==> config.mk <==
export PLATFORM = sky130hd
export DESIGN_NAME = insn_encoder
export DESIGN_NICKNAME = d
export VERILOG_FILES = /design/src/rtl/insn_encoder.sv
export SDC_FILE = /design/constraint.sdc
export NUM_CORES = 1
export LEC_CHECK = 0
export CORE_MARGIN = 4
export CORE_UTILIZATION = 42
export DETAILED_ROUTE_END_ITERATION = 8
export PLACE_DENSITY = 0.9
export SYNTH_ARGS = -nofsm -noshare
export SYNTH_HDL_FRONTEND = slang
export SYNTH_SLANG_ARGS = --single-unit
==> constraint.sdc <==
create_clock -name clk -period 1.8 [get_ports clk]
set_input_delay 0.18 -clock clk [delete_from_list [all_inputs] [get_ports clk]]
set_output_delay 0.18 -clock clk [all_outputs]
set_load 0.05 [all_outputs]
==> src/rtl/insn_encoder.sv <==
// RV32I instruction encoder: turns field-level requests into 32-bit words and
// streams them into instruction memory through a single pass-through output register.
module insn_encoder #(
    parameter int AW = 32
) (
    input  logic          clk,
    input  logic          reset_n,
    input  logic          start,
    input  logic [AW-1:0] start_addr,
    input  logic          req_valid,
    output logic          req_ready,
    input  logic [3:0]    req_op,
    input  logic [4:0]    req_rd,
    input  logic [4:0]    req_rs1,
    input  logic [4:0]    req_rs2,
    input  logic [31:0]   req_imm,
    input  logic          req_last,
    output logic          imem_we,
    output logic [AW-1:0] imem_addr,
    output logic [31:0]   imem_wdata,
    input  logic          imem_ready,
    output logic          busy,
    output logic          done,
    output logic          err,
    output logic [AW-1:0] word_count
);

    localparam logic [3:0] OP_BEQ   = 4'd0;
    localparam logic [3:0] OP_JALR  = 4'd1;
    localparam logic [3:0] OP_JAL   = 4'd2;
    localparam logic [3:0] OP_LUI   = 4'd3;
    localparam logic [3:0] OP_AUIPC = 4'd4;
    localparam logic [3:0] OP_ADDI  = 4'd5;
    localparam logic [3:0] OP_LB    = 4'd6;
    localparam logic [3:0] OP_SB    = 4'd7;

    localparam logic [6:0] OPC_BRANCH = 7'b1100011;
    localparam logic [6:0] OPC_JALR   = 7'b1100111;
    localparam logic [6:0] OPC_JAL    = 7'b1101111;
    localparam logic [6:0] OPC_LUI    = 7'b0110111;
    localparam logic [6:0] OPC_AUIPC  = 7'b0010111;
    localparam logic [6:0] OPC_OPIMM  = 7'b0010011;
    localparam logic [6:0] OPC_LOAD   = 7'b0000011;
    localparam logic [6:0] OPC_STORE  = 7'b0100011;
    localparam logic [2:0] F3_ZERO    = 3'b000;

    typedef enum logic [1:0] {
        ST_IDLE = 2'd0,
        ST_LOAD = 2'd1,
        ST_DONE = 2'd2
    } state_t;

    function automatic logic [31:0] encode_word(
        input logic [3:0]  op,
        input logic [4:0]  rd,
        input logic [4:0]  rs1,
        input logic [4:0]  rs2,
        input logic [31:0] imm
    );
        logic [31:0] w;
        w = 32'h0000_0000;
        case (op)
            OP_BEQ:   w = {imm[12], imm[10:5], rs2, rs1, F3_ZERO, imm[4:1], imm[11], OPC_BRANCH};
            OP_JALR:  w = {imm[11:0], rs1, F3_ZERO, rd, OPC_JALR};
            OP_JAL:   w = {imm[20], imm[10:1], imm[11], imm[19:12], rd, OPC_JAL};
            OP_LUI:   w = {imm[31:12], rd, OPC_LUI};
            OP_AUIPC: w = {imm[31:12], rd, OPC_AUIPC};
            OP_ADDI:  w = {imm[11:0], rs1, F3_ZERO, rd, OPC_OPIMM};
            OP_LB:    w = {imm[11:0], rs1, F3_ZERO, rd, OPC_LOAD};
            OP_SB:    w = {imm[11:5], rs2, rs1, F3_ZERO, imm[4:0], OPC_STORE};
            default:  w = 32'h0000_0000;
        endcase
        return w;
    endfunction

    // An immediate is encodable when the bits dropped by the format are pure sign extension.
    function automatic logic request_legal(input logic [3:0] op, input logic [31:0] imm);
        logic ok;
        ok = 1'b0;
        case (op)
            OP_BEQ:                    ok = ((&imm[31:12]) || !(|imm[31:12])) && !imm[0];
            OP_JAL:                    ok = ((&imm[31:20]) || !(|imm[31:20])) && !imm[0];
            OP_LUI, OP_AUIPC:          ok = !(|imm[11:0]);
            OP_JALR, OP_ADDI, OP_LB,
            OP_SB:                     ok = (&imm[31:11]) || !(|imm[31:11]);
            default:                   ok = 1'b0;
        endcase
        return ok;
    endfunction

    state_t        state_r;
    state_t        state_n;
    logic          last_seen_r;
    logic          we_r;
    logic [AW-1:0] addr_r;
    logic [31:0]   wdata_r;
    logic [AW-1:0] count_r;
    logic          err_r;
    logic          busy_r;
    logic          done_r;

    logic          req_ready_s;
    logic          accept_s;
    logic          write_hs_s;
    logic          start_s;
    logic [31:0]   enc_word_s;
    logic          req_legal_s;

    assign req_ready_s = (state_r == ST_LOAD) && !last_seen_r && (!we_r || imem_ready);
    assign accept_s    = req_valid && req_ready_s;
    assign write_hs_s  = we_r && imem_ready;
    assign start_s     = start && (state_r == ST_IDLE);

    // Encode and range-check the request currently on the input fields.
    always_comb begin
        enc_word_s  = encode_word(req_op, req_rd, req_rs1, req_rs2, req_imm);
        req_legal_s = request_legal(req_op, req_imm);
    end

    // Session state register.
    always_ff @(posedge clk or negedge reset_n) begin
        if (!reset_n) begin
            state_r <= ST_IDLE;
        end else begin
            state_r <= state_n;
        end
    end

    // Next-state logic: leave LOAD only once the last request's write has drained.
    always_comb begin
        state_n = state_r;
        case (state_r)
            ST_IDLE: begin
                if (start) begin
                    state_n = ST_LOAD;
                end else begin
                    state_n = ST_IDLE;
                end
            end
            ST_LOAD: begin
                if (last_seen_r && (!we_r || imem_ready)) begin
                    state_n = ST_DONE;
                end else begin
                    state_n = ST_LOAD;
                end
            end
            ST_DONE: state_n = ST_IDLE;
            default: state_n = ST_IDLE;
        endcase
    end

    // Output register, address/count tracking and sticky error.
    always_ff @(posedge clk or negedge reset_n) begin
        if (!reset_n) begin
            last_seen_r <= 1'b0;
            we_r        <= 1'b0;
            addr_r      <= {AW{1'b0}};
            wdata_r     <= 32'h0000_0000;
            count_r     <= {AW{1'b0}};
            err_r       <= 1'b0;
            busy_r      <= 1'b0;
            done_r      <= 1'b0;
        end else begin
            busy_r <= (state_n != ST_IDLE);
            done_r <= (state_n == ST_DONE);
            if (start_s) begin
                addr_r      <= start_addr;
                count_r     <= {AW{1'b0}};
                err_r       <= 1'b0;
                last_seen_r <= 1'b0;
            end else begin
                if (write_hs_s) begin
                    addr_r  <= addr_r + AW'(4);
                    count_r <= count_r + AW'(1);
                end
                if (accept_s && req_last) begin
                    last_seen_r <= 1'b1;
                end
                if (accept_s && !req_legal_s) begin
                    err_r <= 1'b1;
                end
            end
            // A rejected request is consumed without touching the output register.
            if (accept_s && req_legal_s) begin
                we_r    <= 1'b1;
                wdata_r <= enc_word_s;
            end else if (write_hs_s) begin
                we_r <= 1'b0;
            end
        end
    end

    assign req_ready  = req_ready_s;
    assign imem_we    = we_r;
    assign imem_addr  = addr_r;
    assign imem_wdata = wdata_r;
    assign busy       = busy_r;
    assign done       = done_r;
    assign err        = err_r;
    assign word_count = count_r;

endmodule
run_1/zoom.png
Region (49, 24) to (74, 49) µm. Cells in gray, sequential cells in the stronger gray; small squares are vias.
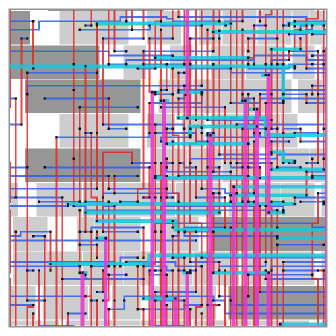
| layer | color |
|---|---|
| met4 | magenta |
| met3 | cyan |
| met1 | blue |
| met2 | red |
netlist names of flops here include: imem_wdata (5)
most frequent: buf_4 (9)
sequential cells in the window: 5
cells with their middle in the window: 53

run_1/registers.png
Drawn at 2 px/µm. Other sequential cells in the stronger gray, the rest of the logic in the fainter gray.
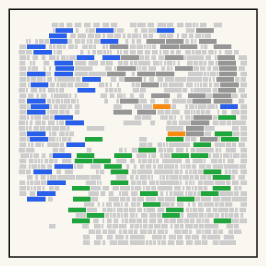
| netlist name | color | placed flops |
|---|---|---|
| state_r | orange | 2 |
| imem_addr | blue | 32 |
| imem_wdata | green | 31 |

==> Slide: Implementation Results, run 1 <==
Implementation Results

Worst setup path
  – CP Capture Type: register
  – CP Max Fanout: 7
  – Kind of cell adding the most delay to the critical path: buffers and inverters
  – Slowest stage delay, CP: 470 ps

Power and ir drop
  – Sw Share: 0.411
  – Top power group: combinational cells
  – P per Cell Area: 990 nW/µm²
  – P_comb: 4.13 mW
  – Tot Pwr: 9.36 mW
  – Pleak: 4.29 nW
  – Power Internal: 5.52 mW

Placed design
  – Dpl ws: -788 ps
  – DP HPWL: 13.4 mm
  – I/O Buffers: 189

Timing
  – Slew @ Worst Pin: 600 ps
  – Final Worst Setup Slack: -142 ps
  – Max transition margin: 0.599
  – Final period utilization: 1.08
  – Setup Viol. Count Final: 33
  – Setup TNS: -3600 ps
  – Max frequency: 515 MHz
  – Setup Skew: 6.61 ps
  – Fin. max-slew vios: 0

Logic synthesis
  – Top logic cell family in the synthesized netlist: simple AND/OR/NAND/NOR gates
  – Asr flop ratio synth: 1.00
  – Synthesized area: 5570 µm²
  – Yosys top cell by area: dfrtp_1
  – XOR/XNOR Fraction of Synth Area: 0.0913
  – Yosys Instances: 591
  – Yosys top cell area share: 0.459

Layout
  – Fillers: 803
  – Area grow syn2layout: 69.9%
  – Design Area, Final: 9450 µm²

Detailed routing
  – Via density: 5.63
  – Met3 WL: 1.63 mm
  – Routed via count: 6023
  – DRT Pass-1 Iters: 5
  – Routed Antenna Nets: 0

Run status
  – Status: finished, violations left
  – Failing checks: negative setup slack

Clock network
  – CTS sink count: 102
  – CTS max path bufs: 2
  – CTS root buffer: clkbuf_16

Global route
  – Largest net degree at the start of global routing: 58

Flow run
  – Total tool warning count: 29
run_1/gate_families.png
Drawn at 2 px/µm.
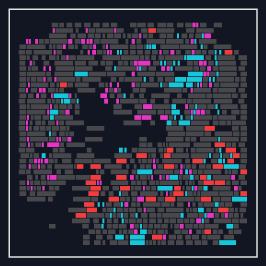
| family | color | cells |
|---|---|---|
| NOR gates | cyan | 98 |
| NAND gates | magenta | 123 |
| multiplexers | red | 40 |

==> run 1: per-layer routing <==
layer	up-vias	global-route usage
met5	-	0
met4	2	0.136
met3	97	0.0663
met2	332	0.417
met1	2884	0.300
li1	2708	-
==> run 1: final cells by class <==
class / count / area share
well taps: 172 / 0.0228
flip-flops and latches: 102 / 0.275
clock buffers: 13 / 0.0286
clock inverters: 3 / 0.00450
repair buffers: 320 / 0.313
inverters: 15 / 0.00596
multi-input cells: 445 / 0.350
==> run 1: state kept, by name, summed over array words and instances, names as in the netlist <==
register     count
busy             1
done             1
word_count      32
imem_wdata      31
err              1
state_r          2
imem_addr       32
last_seen_r      1
imem_we          1
==> run 1: path summary, 6_finish.rpt <==
kind	startpoint	endpoint	slack [ps]	depth (start not counted)
min in group clk	req_imm[17]	imem_wdata[17]	340	4
hold / removal	reset_n	imem_addr[12]	240	2
setup reg to reg	imem_we	imem_wdata[20]	-50	8
max in group asynchronous	reset_n	word_count[10]	860	3
setup / recovery	req_imm[0]	imem_wdata[20]	-140	8
hold reg to reg	imem_wdata[1]	imem_wdata[1]	500	1
==> run 1: cell families (layout without fill, tap and decap cells) <==
| family | after synthesis | count (layout) |
|---|---|---|
| compound gates | 99 | 99 |
| buf+inv | 44 | 351 |
| simple gates | 246 | 246 |
| mux | 40 | 40 |
| xor+xnor | 58 | 58 |
| fa+ha+maj | 2 | 2 |
| flops | 102 | 102 |
==> run 1: repair_timing <==
item,CTS,global route
setup endpoints to repair,42,73
setup buffers,8,11
resized,141,67
endpoints found under the hold margin,59,0
pin swaps,19,28
hold buffers,1,0
cloned,3,0
==> run 1: metrics by stage <==
step                hold WS [ps]   util
finish                       243  0.740
floorplan                   -116      -
global placement            42.2  0.669
CTS                          241  0.716
global route                 272  0.740
detailed placement          41.9  0.669
==> run 1 -> run 2 <==
- CAP_MARGIN: unset -> 20
run_2/final_congestion.png
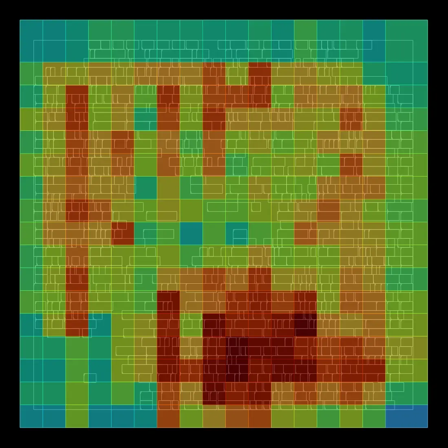
met2 Use GR: 0.417
met1 Use GR: 0.300
busiest grt layer: met2

==> Slide: Implementation Results, run 2 <==
Implementation Results

Layout
  – Area grow syn2layout: 69.9%
  – Fillers: 803

Timing
  – Final Worst Setup Slack: -142 ps
  – Slew @ Worst Pin: 600 ps
  – Max frequency: 515 MHz
  – Setup Viol. Count Final: 33

Power and ir drop
  – Power Internal: 5.52 mW
  – P_comb: 4.13 mW
  – Tot Pwr: 9.36 mW
  – Sw Share: 0.411

Logic synthesis
  – Yosys Instances: 591
  – Yosys top cell by area: dfrtp_1
  – Synthesized area: 5570 µm²
  – Asr flop ratio synth: 1.00
  – Top logic cell family in the synthesized netlist: simple AND/OR/NAND/NOR gates
  – Yosys top cell area share: 0.459
  – XOR/XNOR Fraction of Synth Area: 0.0913

Detailed routing
  – Via density: 5.63
  – Routed via count: 6023
  – DRT Pass-1 Iters: 5

Worst setup path
  – CP Max Fanout: 7
  – CP Capture Type: register

Run status
  – Status: finished, violations left
  – Failing checks: negative setup slack

Flow run
  – Total tool warning count: 29

Placed design
  – DP HPWL: 13.4 mm
  – I/O Buffers: 189

Clock network
  – CTS-repair resized insts: 141
  – Post-CTS Setup Bufs: 8
run_2/pins.png
Drawn at 4 px/µm. Pins as bars across the die edge, other pins in gray.
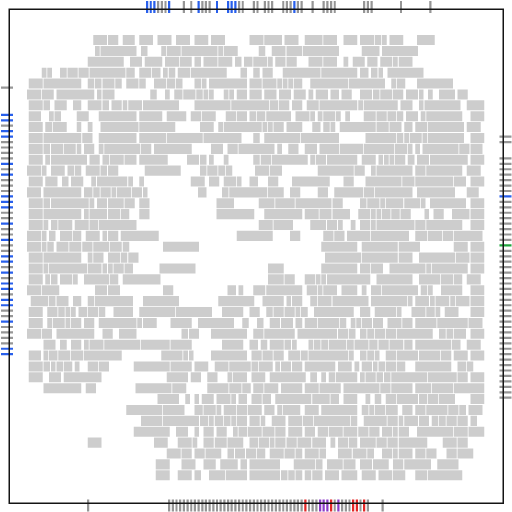
| port | color | pins | direction | edge |
|---|---|---|---|---|
| done | green | 1 | output | right |
| req_op | purple | 4 | input | bottom |
| req_rd | red | 5 | input | bottom |
| imem_addr | blue | 32 | output | 21 left, 10 top, 1 right |

==> run 2: path summary, 6_finish.rpt <==
| check | to | cells after the start | startpoint | slack [ps] |
|---|---|---|---|---|
| worst max-delay path | imem_wdata[20] | 8 | req_imm[0] | -140 |
| worst max register to register | imem_wdata[20] | 8 | imem_we | -50 |
| worst min register to register | imem_wdata[1] | 1 | imem_wdata[1] | 500 |
| worst min-delay path | imem_addr[12] | 2 | reset_n | 240 |
| min in group clk | imem_wdata[17] | 4 | req_imm[17] | 340 |
| max in group asynchronous | word_count[10] | 3 | reset_n | 860 |
==> run 2: metrics by stage <==
step	util	setup slack (ps)	area (µm²)
2_1_floorplan	-	-554	5750
3_3_place_gp	0.669	-687	8540
3_5_place_dp	0.669	-788	8540
4_1_cts	0.716	-27.8	9150
5_1_grt	0.740	-182	9450
6_report	0.740	-142	9450
==> run 2: per-layer routing <==
metal | track usage | share of wire | wire [µm] | vias up
li1 | - | - | - | 2708
met5 | 0 | 0.00065 | 13 | -
met3 | 0.0663 | 0.082 | 1630 | 97
met2 | 0.417 | 0.49 | 9860 | 332
met4 | 0.136 | 0.055 | 1100 | 2
met1 | 0.300 | 0.37 | 7410 | 2884
==> run 2: area by class of cell <==
class,instances,share of cell area
Clock buffer,13,0.0286
Clock inverter,3,0.00450
Inverter,15,0.00596
Multi-Input combinational cell,445,0.350
Sequential cell,102,0.275
Tap cell,172,0.0228
Timing Repair Buffer,320,0.313
==> run 2: worst max-delay path, delay by kind of cell <==
kind                   cells  cell delay [ps]
AOI/OAI and AO/OA          2              380
buffers and inverters      3              770
muxes                      1              300
and+or+nand+nor            2              530
Power figures rest on the tool's default switching activity, not on a simulated workload.
